<file path="src/rtl/event_encoder_8_3_pkg.sv">
// Shared constants and types for the 8-line event encoder and its 3-to-8 decoder.
// Latency: n/a (declarations only).
// Backpressure: n/a.
package event_encoder_8_3_pkg;

  localparam int EVT_LINES = 8;
  localparam int CODE_W    = 3;

  typedef logic [EVT_LINES-1:0] evt_vec_t;
  typedef logic [CODE_W-1:0]    evt_code_t;

  // Arbitration mode for picking among simultaneously pending lines.
  typedef enum logic {
    ARB_FIXED = 1'b0,  // lowest index wins
    ARB_RR    = 1'b1   // scan starts just after the last granted index
  } arb_mode_e;

  // Output register occupancy; FULL encodes as 1 so it doubles as out_valid.
  typedef enum logic {
    ST_EMPTY = 1'b0,
    ST_FULL  = 1'b1
  } out_state_e;

  function automatic evt_vec_t code_to_onehot(input evt_code_t code);
    return evt_vec_t'(1) << code;
  endfunction

endpackage

</file>
<file path="src/rtl/event_encoder_8_3_if.sv">
// Event-in / index-out bundle between event sources, the encoder and its consumer.
// Latency: n/a (wires only).
// Backpressure: out_valid/out_ready handshake on the index stream; evt_in has none.
// Ports: evt_in (event lines), ovf_clr (sticky overflow clear), out_ready (consumer),
//        out_code/out_valid (index stream), pend (pending status), ovf (merge flag).
interface event_encoder_8_3_if;
  import event_encoder_8_3_pkg::*;

  evt_vec_t  evt_in;
  logic      ovf_clr;
  evt_code_t out_code;
  logic      out_valid;
  logic      out_ready;
  evt_vec_t  pend;
  logic      ovf;

  // Encoder side: produces the index stream and status.
  modport master (
    input  evt_in,
    input  ovf_clr,
    input  out_ready,
    output out_code,
    output out_valid,
    output pend,
    output ovf
  );

  // Sources/consumer side.
  modport slave (
    output evt_in,
    output ovf_clr,
    output out_ready,
    input  out_code,
    input  out_valid,
    input  pend,
    input  ovf
  );

endinterface

</file>
<file path="src/rtl/event_encoder_8_3_prio_pick_8.sv">
// Rotating priority picker: first set request scanning start, start+1, ... mod 8.
// Latency: combinational.
// Backpressure: none.
// Ports: req (request vector), start (scan origin), any (some request set), idx (pick).
module event_encoder_8_3_prio_pick_8
  import event_encoder_8_3_pkg::*;
(
  input  evt_vec_t  req,
  input  evt_code_t start,
  output logic      any,
  output evt_code_t idx
);

  evt_vec_t  rot;
  evt_code_t off;

  always_comb begin
    // Rotate so that line 'start' sits at bit 0; a plain lowest-set search on
    // the rotated vector then gives the offset from start.
    rot = evt_vec_t'({req, req} >> start);
    off = '0;
    for (int i = EVT_LINES - 1; i >= 0; i--) begin
      if (rot[i]) off = evt_code_t'(i);
    end
    any = |req;
    // 3-bit add wraps mod 8, undoing the rotation.
    idx = start + off;
  end

endmodule

</file>
<file path="src/rtl/event_encoder_8_3.sv">
// Sticky 8-line event capture, emitted one index per beat over valid/ready.
// Latency: 2 cycles evt_in -> out_valid when empty; one event per cycle sustained.
// Backpressure: out_ready low holds out_code/out_valid; new events merge into pend (ovf flags repeats).
// Ports: sys_clk, sys_rst_n (async active-low), bus (event_encoder_8_3_if.master).
// Parameter RR: ARB_RR = round-robin from last grant + 1, ARB_FIXED = index 0 highest.
module event_encoder_8_3
  import event_encoder_8_3_pkg::*;
#(
  parameter arb_mode_e RR = ARB_RR
)
(
  input  logic                 sys_clk,
  input  logic                 sys_rst_n,
  event_encoder_8_3_if.master  bus
);

  out_state_e state_q, state_d;
  evt_vec_t   pend_q, pend_d, clr;
  evt_code_t  code_q, ptr_q, start, pick_idx;
  logic       pick_any, load, ovf_q, ovf_set;

  // Fixed priority is just the rotating picker anchored at line 0.
  assign start = (RR == ARB_RR) ? ptr_q : '0;

  event_encoder_8_3_prio_pick_8 u_pick (
    .req   (pend_q),
    .start (start),
    .any   (pick_any),
    .idx   (pick_idx)
  );

  // The output register takes a new event whenever it is free or being drained.
  assign load = ((state_q == ST_EMPTY) || bus.out_ready) && pick_any;

  always_comb begin
    clr     = load ? code_to_onehot(pick_idx) : '0;
    // A new event on the line being loaded re-arms it: set wins over clear.
    pend_d  = (pend_q & ~clr) | bus.evt_in;
    ovf_set = |(bus.evt_in & pend_q & ~clr);
  end

  // State register.
  always_ff @(posedge sys_clk or negedge sys_rst_n) begin
    if (!sys_rst_n) begin
      state_q <= ST_EMPTY;
    end else begin
      state_q <= state_d;
    end
  end

  // Next-state logic.
  always_comb begin
    state_d = state_q;
    case (state_q)
      ST_EMPTY: if (pick_any) state_d = ST_FULL;
      ST_FULL:  if (bus.out_ready) state_d = pick_any ? ST_FULL : ST_EMPTY;
      default:  state_d = ST_EMPTY;
    endcase
  end

  // Datapath registers.
  always_ff @(posedge sys_clk or negedge sys_rst_n) begin
    if (!sys_rst_n) begin
      pend_q <= '0;
      code_q <= '0;
      ptr_q  <= '0;
      ovf_q  <= 1'b0;
    end else begin
      pend_q <= pend_d;
      if (load) begin
        code_q <= pick_idx;
        ptr_q  <= pick_idx + 3'd1;
      end
      // A fresh overflow outranks a simultaneous clear.
      if (ovf_set) begin
        ovf_q <= 1'b1;
      end else if (bus.ovf_clr) begin
        ovf_q <= 1'b0;
      end
    end
  end

  // Outputs: all straight from registers.
  always_comb begin
    bus.out_valid = (state_q == ST_FULL);
    bus.out_code  = code_q;
    bus.pend      = pend_q;
    bus.ovf       = ovf_q;
  end

endmodule

</file>
<file path="src/flat_wrapper.sv">
// flat-port wrapper written by rule: the top's interface ports become plain ports
module event_encoder_8_3_flat import event_encoder_8_3_pkg::*;
#(
  parameter arb_mode_e RR = ARB_RR
)
  (sys_clk, sys_rst_n, bus_evt_in, bus_ovf_clr, bus_out_ready, bus_out_code, bus_out_valid, bus_pend, bus_ovf);
  event_encoder_8_3_if bus_i ();
  input  logic sys_clk;
  input  logic sys_rst_n;
  input wire logic [$bits(bus_i.evt_in)-1:0] bus_evt_in;
  input wire logic [$bits(bus_i.ovf_clr)-1:0] bus_ovf_clr;
  input wire logic [$bits(bus_i.out_ready)-1:0] bus_out_ready;
  output wire logic [$bits(bus_i.out_code)-1:0] bus_out_code;
  output wire logic [$bits(bus_i.out_valid)-1:0] bus_out_valid;
  output wire logic [$bits(bus_i.pend)-1:0] bus_pend;
  output wire logic [$bits(bus_i.ovf)-1:0] bus_ovf;
  assign bus_i.evt_in = bus_evt_in;
  assign bus_i.ovf_clr = bus_ovf_clr;
  assign bus_i.out_ready = bus_out_ready;
  assign bus_out_code = bus_i.out_code;
  assign bus_out_valid = bus_i.out_valid;
  assign bus_pend = bus_i.pend;
  assign bus_ovf = bus_i.ovf;
  event_encoder_8_3 #(.RR(RR)) u_core (.sys_clk(sys_clk), .sys_rst_n(sys_rst_n), .bus(bus_i));
endmodule
</file>
<file path="config.mk">
export PLATFORM = sky130hd
export DESIGN_NAME = event_encoder_8_3_flat
export DESIGN_NICKNAME = d
export VERILOG_FILES = /design/src/rtl/event_encoder_8_3_pkg.sv /design/src/rtl/event_encoder_8_3_if.sv /design/src/rtl/event_encoder_8_3_prio_pick_8.sv /design/src/rtl/event_encoder_8_3.sv /design/src/flat_wrapper.sv
export SDC_FILE = /design/constraint.sdc
export NUM_CORES = 1
export LEC_CHECK = 0
export CELL_PAD_IN_SITES_DETAIL_PLACEMENT = 0
export CELL_PAD_IN_SITES_GLOBAL_PLACEMENT = 1
export CORE_AREA = 8 8 67 69
export DETAILED_ROUTE_END_ITERATION = 8
export DIE_AREA = 0 0 75 77
export GPL_ROUTABILITY_DRIVEN = 0
export PLACE_DENSITY_LB_ADDON = 0.1
export SLEW_MARGIN = 0
export SYNTH_ARGS = -nofsm -noshare
export SYNTH_HDL_FRONTEND = slang
export SYNTH_HIERARCHICAL = 1
export SYNTH_SLANG_ARGS = --single-unit
</file>
<file path="constraint.sdc">
create_clock -name sys_clk -period 5.3 [get_ports sys_clk]
set_input_delay 1.06 -clock sys_clk [delete_from_list [all_inputs] [get_ports sys_clk]]
set_output_delay 1.06 -clock sys_clk [all_outputs]
set_load 0.01 [all_outputs]
</file>
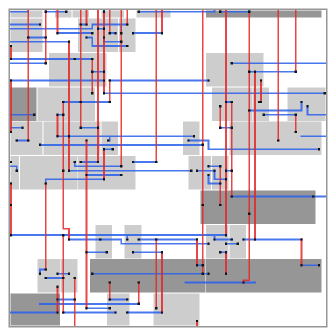
**Above:** run 1 (a small window of the routed layout).
Window x 25 to 50, y 11 to 36 um. Cells in grey, sequential cells in the stronger grey; small squares are vias.
legend:
  red:
    layer: met2
  blue:
    layer: met1
cells with their middle in the window: 30
most frequent: ha_1 (7), nand2_1 (6)
netlist names of flops here include: `u_core/ptr_q` (2), `u_core/bus.out_code` (1)
sequential cells in the window: 3

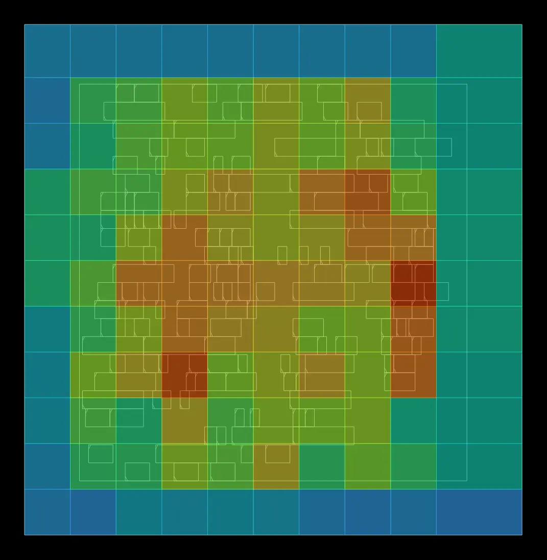
**Above:** run 1 (congestion heat map).
met3 Resource Use GR: 0.0221
GRT Util Overall: 0.121
Routed WL per cell: 16.5 um
Most Crowded Layer GR: met2

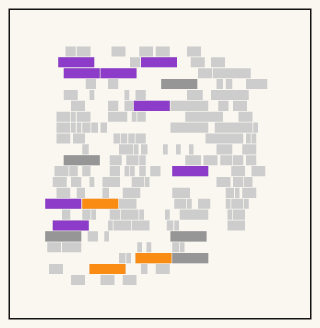
**Above:** run 1 (register map, names as in the netlist).
(4 px per um)
legend:
  purple:
    signal: `u_core/bus.pend`
    sequential_cells: 8
  orange:
    signal: `u_core/bus.out_code`
    sequential_cells: 3
not coloured: 5

==> reports/metrics.cfg, run 1 <==
[detailed_routing]
drc=0
dr.max_layer_used=met4
dr.pass1.iters=4
wl_mm=3.32
antenna_left=0

[global_routing]
grt_util_met1=0.133
grt_pass1_vias=1150

[power_and_ir_drop]
worst_ir_drop_vdd_mv=0.302
power.internal_w=0.000506
pwr.group.clock_w=0.0000815
power.total_w=0.000944
switching_share=0.464
combPwrFrac=0.624

[critical_path]
crit_family=AND-OR/OR-AND gates
r2r_slack_ns=0.85
cp-end-kind=flop
r2r-end=u_core/bus.ovf$_DFFE_PN0P_
worstPathRequired_ns=5.52
critPathLaunchType=flop
crit_chain=mux4_1 -> mux2i_1 -> o311ai_0 -> a21bo_2 -> a31oi_1 -> ha_1 -> inv_1 -> fa_1 -> xnor2_1 -> xnor2_1 -> inv_1 -> ha_1 -> a31oi_1 -> a22oi_1 -> nand4_1
reg2reg_depth=15
slowest_delay_ns=0.64

[logic_synthesis]
aoi_share=0.174
ys_ff=16
fp_nets=151
ys_sh_xor=0.0131
simple_gate_share=0.153
netlist_instances=131
synth.top_cells.by_count=19 x nand2_1, 16 x dfrtp_1, 11 x inv_1, 9 x nand3_1
syn_area_per_cell_sq_um=10.2

[status]
status=finished clean

[layout]
lay_top_count=clkdlybuf4s50_1
numSequentialCells=16
final_layout_size_suffix_gt1_frac=0.0915
sh_seq_area=0.247
clkbuf_count=4
fin_area_sq_um=1620
final_cell_mix=24 x clkdlybuf4s50_1, 19 x nand2_1, 16 x dfrtp_1, 11 x inv_1, 9 x nand3_1
area.sequential_sq_um=400
clock_area_frac=0.0224

[timing]
setup_slack_ns=0.849
clock_skew_ns=0.00307
rsz0062_at_grt=no
period_needed_ns=4.45

[cts]
clock-sinks=16

[min_path]
holdPathEnd=u_core/bus.out_code[1]$_DFFE_PN0P_
hold_path.class=flop to flop

[place]
placed_area_sq_um=1590

[floorplan]
taps=48

**Run 1: pin placement**

(6 px per um) Pins as bars across the die edge, other pins in grey.
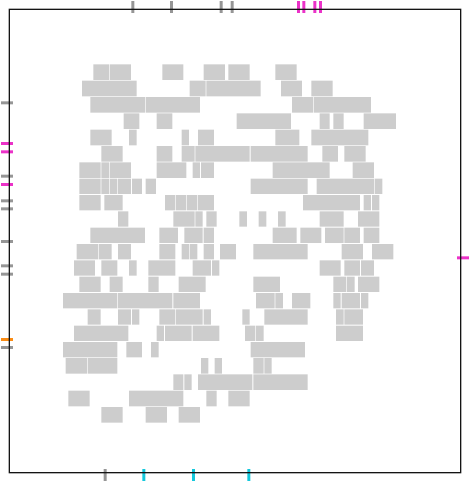

## Run 2: what changed since run 1
CORE_AREA = 8 8 70 72   (was 8 8 67 69)
DIE_AREA = 0 0 78 80   (was 0 0 75 77)
clock period = 3.8 ns   (was 5.3 ns; I/O delays follow)
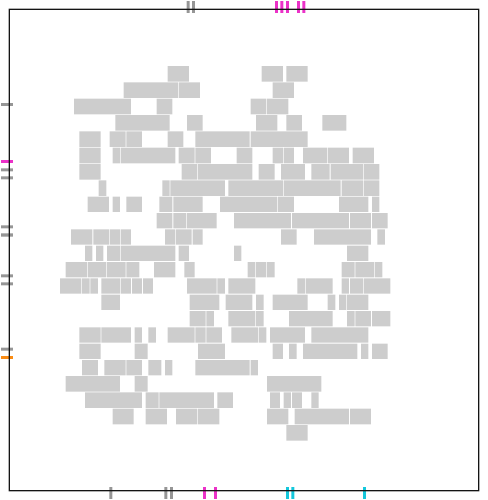
**Above:** run 2 (pin placement).
(6 px per um) Pins as bars across the die edge, other pins in grey.
legend:
  orange:
    port: `bus_out_valid`
    pins: 1
    direction: output
    edge: west
  magenta:
    port: `bus_pend`
    pins: 8
    direction: output
    edge: 5 north, 2 south, 1 west
  cyan:
    port: `bus_out_code`
    pins: 3
    direction: output
    edge: south

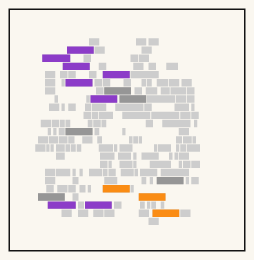
**Above:** run 2 (register map, names as in the netlist).
(3 px per um)
legend:
  purple:
    signal: `u_core/bus.pend`
    sequential_cells: 8
  orange:
    signal: `u_core/bus.out_code`
    sequential_cells: 3
not coloured: 5

==> run 2 against run 1 <==
Net effect: clock skew is 0.00061 ns lower; sequential share of layout area is 2.0 points lower; synthesized cell count stayed put; setup slack worse by 0.62 ns; clock power is 85% higher; utilization is 0.31 points lower; maximum frequency is 25% higher; sequential power is 6% higher; flip-flop count stayed put; synthesized area stayed put; worst hold slack worse by 0.015 ns; non-clock buffer count is 15 higher.
==> reports/metrics.cfg, run 2 <==
[critical_path]
critPathLaunchType=flop
crit_chain=mux4_1 -> mux2i_2 -> o311ai_1 -> a21bo_2 -> a31oi_1 -> ha_1 -> inv_1 -> fa_1 -> xnor2_2 -> xnor2_2 -> inv_1 -> ha_1 -> a31oi_1 -> a22oi_1 -> nand4_1
r2r_slack_ns=0.23  ; -0.62 ns
slowest_delay_ns=0.56  ; -0.08 ns
r2r-end=u_core/bus.ovf$_DFFE_PN0P_
reg2reg_depth=15  ; unchanged
cp-end-kind=flop
crit_family=AND-OR/OR-AND gates
worstPathRequired_ns=3.99  ; -1.53 ns

[cts]
clock-sinks=16  ; unchanged

[logic_synthesis]
fp_nets=151  ; unchanged
synth.top_cells.by_count=19 x nand2_1, 16 x dfrtp_1, 11 x inv_1, 9 x nand3_1
netlist_instances=131  ; unchanged
simple_gate_share=0.153  ; unchanged
syn_area_per_cell_sq_um=10.2  ; unchanged
ys_ff=16  ; unchanged
ys_sh_xor=0.0131  ; unchanged

[timing]
setup_slack_ns=0.232  ; -0.617 ns
clock_skew_ns=0.00246  ; -0.000611 ns

[place]
placed_area_sq_um=1670  ; +5.4%

[global_routing]
grt_pass1_vias=1177  ; +2.3%
track_usage=0.118  ; -0.00259
grt_util_met1=0.138  ; +0.00455

[layout]
final_layout_size_suffix_gt1_frac=0.202  ; +0.111
numSequentialCells=16  ; unchanged
lay_top_count=clkdlybuf4s50_1
fin_area_sq_um=1780  ; +9.6%
clock_area_frac=0.0310  ; +0.00860
clkbuf_count=4  ; unchanged

[power_and_ir_drop]
combPwrFrac=0.705  ; +0.081
worst_ir_drop_vdd_mv=0.250  ; -17%
switching_share=0.436  ; -0.0278
power.total_w=0.00149  ; +58%

[detailed_routing]
wl_per_cell_um=16.9  ; +2.2%
drc=0  ; unchanged
dr.pass1.iters=4  ; unchanged
antenna_left=0  ; unchanged
wl_mm=3.68  ; +11%
dr.max_layer_used=met4

[floorplan]
taps=50  ; +4.2%

[status]
status=finished clean

[min_path]
holdPathEnd=u_core/bus.out_code[1]$_DFFE_PN0P_

Power and IR drop assume default switching activity.
